**Clock nets**

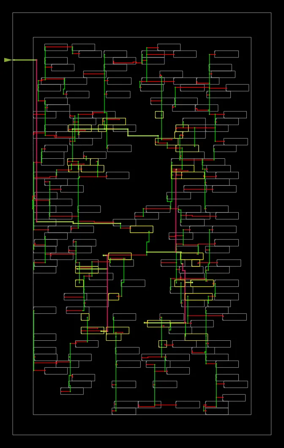
**Clock wires, drivers and flops**

Scale bar: 20 microns.
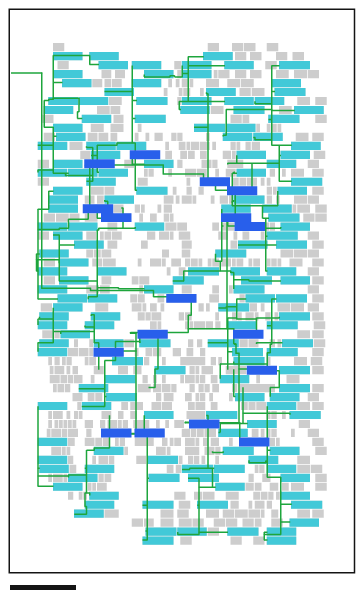
**Sequential cells grouped by signal name**

Other sequential cells in the stronger gray, the rest of the logic in the fainter gray.
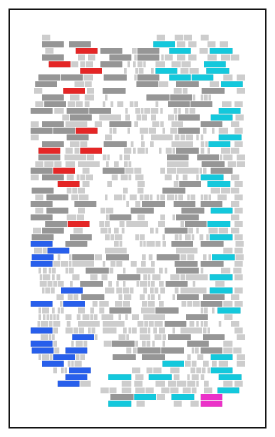
**Ports around the boundary**

Pins as bars across the die edge, other pins in gray.
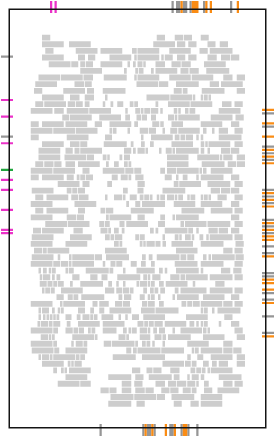
**Wiring by layer**

Scale bar: 20 microns.
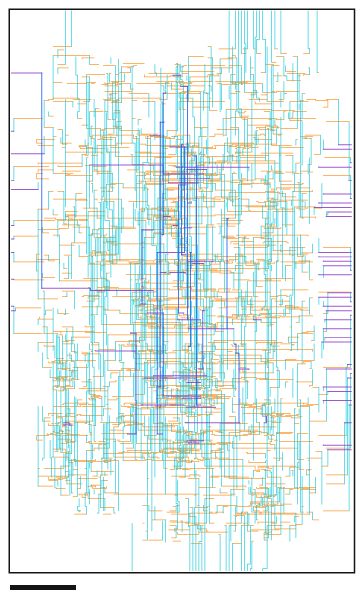
==> src/rtl/target_sequencer_if.sv <==
// Target hand-off channel between the sequencer and the PWM core.
// The sequencer is the master: it offers tgt_data under tgt_valid, the core answers with tgt_ready.
interface target_sequencer_if;
   logic        tgt_valid;
   logic        tgt_ready;
   logic [31:0] tgt_data;

   modport master (output tgt_valid, output tgt_data, input tgt_ready);
   modport slave  (input tgt_valid, input tgt_data, output tgt_ready);
endinterface

==> src/rtl/target_sequencer.sv <==
// Debounces the user switches, builds the PWM target from them and hands each new
// target to the PWM core, offering it only on a PWM period boundary.
module target_sequencer #(
   parameter int          DEBOUNCE_CYCLES = 50000,
   parameter logic [31:0] RESET_TARGET    = 32'h4995CDD1
) (
   input  logic                       clk,
   input  logic                       rst,
   input  logic [9:0]                 sw_i,
   input  logic                       period_end_i,
   target_sequencer_if.master         tgt,
   output logic [31:0]                target_o,
   output logic                       clk_sel_o,
   output logic                       disp_sel_o,
   output logic                       busy_o
);
   localparam int CW = $clog2(DEBOUNCE_CYCLES) + 1;
   localparam logic [CW-1:0] CNT_LAST = CW'(DEBOUNCE_CYCLES - 1);

   typedef enum logic [1:0] {IDLE, WAIT_BND, OFFER} state_t;

   state_t      state_q, state_d;
   logic [9:0]  sw_m_q, sw_s_q, sw_p_q, stable_q;
   logic [CW-1:0] cnt_q;
   logic        upd_q, clk_sel_q, disp_sel_q, seen_q, seen_d;
   logic [31:0] pending_q, tgt_data_q, target_q;
   logic [31:0] cand;
   logic [7:0]  v;
   logic        deb_load, change, handshake;
   logic        ld_pend, ld_data, data_from_cand, commit;

   // A switch word is taken only after it has held unchanged for the full window.
   assign deb_load = (sw_s_q != stable_q) && (sw_s_q == sw_p_q) && (cnt_q == CNT_LAST);

   always_comb begin
      v    = {stable_q[5:0], 2'b00};
      cand = RESET_TARGET;
      case (stable_q[7:6])
         2'd1:    cand[23:16] = v;
         2'd2:    cand[15:8]  = v;
         2'd3:    cand[31:24] = v;
         default: cand        = RESET_TARGET;
      endcase
   end

   // upd_q marks the first cycle the new stable value is visible to the candidate logic.
   assign change    = upd_q && (cand != pending_q);
   assign handshake = tgt.tgt_valid && tgt.tgt_ready;

   always_ff @(posedge clk or posedge rst) begin
      if (rst) state_q <= IDLE;
      else     state_q <= state_d;
   end

   always_comb begin
      state_d = state_q;
      case (state_q)
         IDLE:     if (change) state_d = WAIT_BND;
         WAIT_BND: if (period_end_i) state_d = OFFER;
         OFFER:    if (handshake) state_d = (seen_q || change) ? WAIT_BND : IDLE;
         default:  state_d = IDLE;
      endcase
   end

   always_comb begin
      tgt.tgt_valid  = (state_q == OFFER);
      busy_o         = (state_q != IDLE);
      ld_pend        = change;
      ld_data        = (state_q == WAIT_BND) && period_end_i;
      data_from_cand = change;
      commit         = (state_q == OFFER) && handshake;
      seen_d         = 1'b0;
      if (state_q == OFFER && !handshake) seen_d = seen_q || change;
   end

   always_ff @(posedge clk or posedge rst) begin
      if (rst) begin
         sw_m_q     <= '0;
         sw_s_q     <= '0;
         sw_p_q     <= '0;
         stable_q   <= '0;
         cnt_q      <= '0;
         upd_q      <= 1'b0;
         clk_sel_q  <= 1'b0;
         disp_sel_q <= 1'b0;
         seen_q     <= 1'b0;
         pending_q  <= RESET_TARGET;
         tgt_data_q <= RESET_TARGET;
         target_q   <= RESET_TARGET;
      end else begin
         sw_m_q <= sw_i;
         sw_s_q <= sw_m_q;
         sw_p_q <= sw_s_q;
         if (sw_s_q == stable_q || sw_s_q != sw_p_q || deb_load) cnt_q <= '0;
         else                                                   cnt_q <= cnt_q + 1'b1;
         if (deb_load) stable_q <= sw_s_q;
         upd_q      <= deb_load && (sw_s_q[7:0] != stable_q[7:0]);
         clk_sel_q  <= stable_q[8];
         disp_sel_q <= stable_q[9];
         seen_q     <= seen_d;
         if (ld_pend) pending_q  <= cand;
         if (ld_data) tgt_data_q <= data_from_cand ? cand : pending_q;
         if (commit)  target_q   <= tgt_data_q;
      end
   end

   assign tgt.tgt_data = tgt_data_q;
   assign target_o     = target_q;
   assign clk_sel_o    = clk_sel_q;
   assign disp_sel_o   = disp_sel_q;
endmodule

==> src/flat_wrapper.sv <==
// flat-port wrapper written by rule: the top's interface ports become plain ports
module target_sequencer_flat 
#(
   parameter int          DEBOUNCE_CYCLES = 50000,
   parameter logic [31:0] RESET_TARGET    = 32'h4995CDD1
)
  (clk, rst, sw_i, period_end_i, target_o, clk_sel_o, disp_sel_o, busy_o, tgt_tgt_valid, tgt_tgt_data, tgt_tgt_ready);
  target_sequencer_if tgt_i ();
  input  logic clk;
  input  logic rst;
  input  logic [9:0] sw_i;
  input  logic period_end_i;
  output logic [31:0] target_o;
  output logic clk_sel_o;
  output logic disp_sel_o;
  output logic busy_o;
  output wire logic [$bits(tgt_i.tgt_valid)-1:0] tgt_tgt_valid;
  output wire logic [$bits(tgt_i.tgt_data)-1:0] tgt_tgt_data;
  input wire logic [$bits(tgt_i.tgt_ready)-1:0] tgt_tgt_ready;
  assign tgt_tgt_valid = tgt_i.tgt_valid;
  assign tgt_tgt_data = tgt_i.tgt_data;
  assign tgt_i.tgt_ready = tgt_tgt_ready;
  target_sequencer #(.DEBOUNCE_CYCLES(DEBOUNCE_CYCLES), .RESET_TARGET(RESET_TARGET)) u_core (.clk(clk), .rst(rst), .sw_i(sw_i), .period_end_i(period_end_i), .tgt(tgt_i), .target_o(target_o), .clk_sel_o(clk_sel_o), .disp_sel_o(disp_sel_o), .busy_o(busy_o));
endmodule
==> config.mk <==
export PLATFORM = sky130hd
export DESIGN_NAME = target_sequencer_flat
export DESIGN_NICKNAME = d
export VERILOG_FILES = /design/src/rtl/target_sequencer_if.sv /design/src/rtl/target_sequencer.sv /design/src/flat_wrapper.sv
export SDC_FILE = /design/constraint.sdc
export NUM_CORES = 1
export LEC_CHECK = 0
export CAP_MARGIN = 15
export CORE_ASPECT_RATIO = 1.75
export CORE_MARGIN = 8
export CORE_UTILIZATION = 50
export CTS_CLUSTER_DIAMETER = 200
export CTS_CLUSTER_SIZE = 16
export DETAILED_ROUTE_END_ITERATION = 10
export PLACE_DENSITY = 0.7
export SLEW_MARGIN = 20
export SYNTH_ARGS = -nofsm -noshare
export SYNTH_HDL_FRONTEND = slang
export SYNTH_SLANG_ARGS = --single-unit
==> constraint.sdc <==
create_clock -name clk -period 11.9 [get_ports clk]
set_input_delay 1.19 -clock clk [delete_from_list [all_inputs] [get_ports clk]]
set_output_delay 1.19 -clock clk [all_outputs]
set_load 0.03 [all_outputs]
==> CHANGELOG.md <==
### Changed

* Overall power at between 1000 and 1500 uW
* Warning total across the stage logs at 26
* CTS Hold Bufs at 0
* Worst Max-Slew Pin Slew at between 1 and 1.5 ns
* Mux share at 0.06945
* WS Path Type: reg2reg
* Global route overflow at 0
* YS warnings at 0
* Syn Inst Count at approximately 600
* XOR Share, Synth at 0.04373
* Cell type with the largest total area: dfrtp_1
* Outcome: completed
* Area growth, synth to finish at 22.62%
* WL met1 at 6.121 mm
* R2R depth at 8
* Tcrit/Tclk final at 0.2987
* Share of layout cells above drive strength 1 at 0.2009
* CP bufs+invs at 1
* Crit path time final at 3.555 ns
* FP Core Util at 0.5089
* Leakage at 0.003511 uW
* FF+latch area at 4039 sq um
* Pwr dens at roughly 140 nW/um^2
* Peak supply drop at 0.1177 mV
* Top cells by area: dfrtp_1, dfstp_2, mux2_2
* CTS resizes at 0
Back to the opening pictures, 'clock nets':
Sink Count: 159
Inserted Clock Buffers: 17
Setup Skew: 0.01196 ns

Back to the opening pictures, 'clock wires, drivers and flops':
[clock wires] green | length: 1720 microns
[flip-flops] cyan | count: 159
[cells driving clock nets] blue | count: 17
routed clock nets: 18
flops lie: all over the die
Clock power frac: 0.458
worst skew pair latency: 0.42 ns
P_clk: 543 uW

Back to the opening pictures, 'sequential cells grouped by signal name':
| name in the netlist | color | sequential cells |
|---|---|---|
| `u_core.cnt_q` | blue | 17 |
| `u_core.sw_p_q` | red | 10 |
| `u_core.target_o` | cyan | 32 |
| `u_core.state_q` | magenta | 2 |
not colored: 98

Back to the opening pictures, 'ports around the boundary':
| port | color | pins | direction | edge |
|---|---|---|---|---|
| `sw_i` | magenta | 10 | input | 8 left, 2 top |
| `target_o` | orange | 32 | output | 19 right, 7 top, 6 bottom |
| `disp_sel_o` | green | 1 | output | left |
# port buffers: 81
Die W: 104.2 microns
die extent in y: 170.4 microns

Back to the opening pictures, 'wiring by layer':
| layer | color | wire length |
|---|---|---|
| met2 | cyan | 8690 microns |
| met1 | orange | 6120 microns |
| met4 | blue | 676 microns |
| met3 | purple | 605 microns |
Vias: 4829
gr usage total: 0.1913
mean routed wirelength per cell: 18.58 microns
WL final: 16.09 mm

==> where the power goes <==
group | internal, uW | switching (uW)
registers | 561 | 10.6
clock network | 306 | 237
logic | 30.1 | 41.5
total | 897 | 289
==> area by class of cell <==
class	count	share of cell area
Sequential cell	159	0.4837
Tap cell	174	0.02607
Clock inverter	14	0.01933
Multi-Input combinational cell	398	0.3081
Clock buffer	18	0.05259
Timing Repair Buffer	87	0.1025
Inverter	16	0.007791
==> metrics by stage <==
stage	setup WS, ns	hold WS, ns
CTS	8.378	0.3510
global route	8.028	0.3523
detailed placement	8.363	0.3347
global placement	8.433	0.3326
finish	8.345	0.3487
floorplan	6.498	0.3312
Power is estimated from default activity; no workload was simulated.
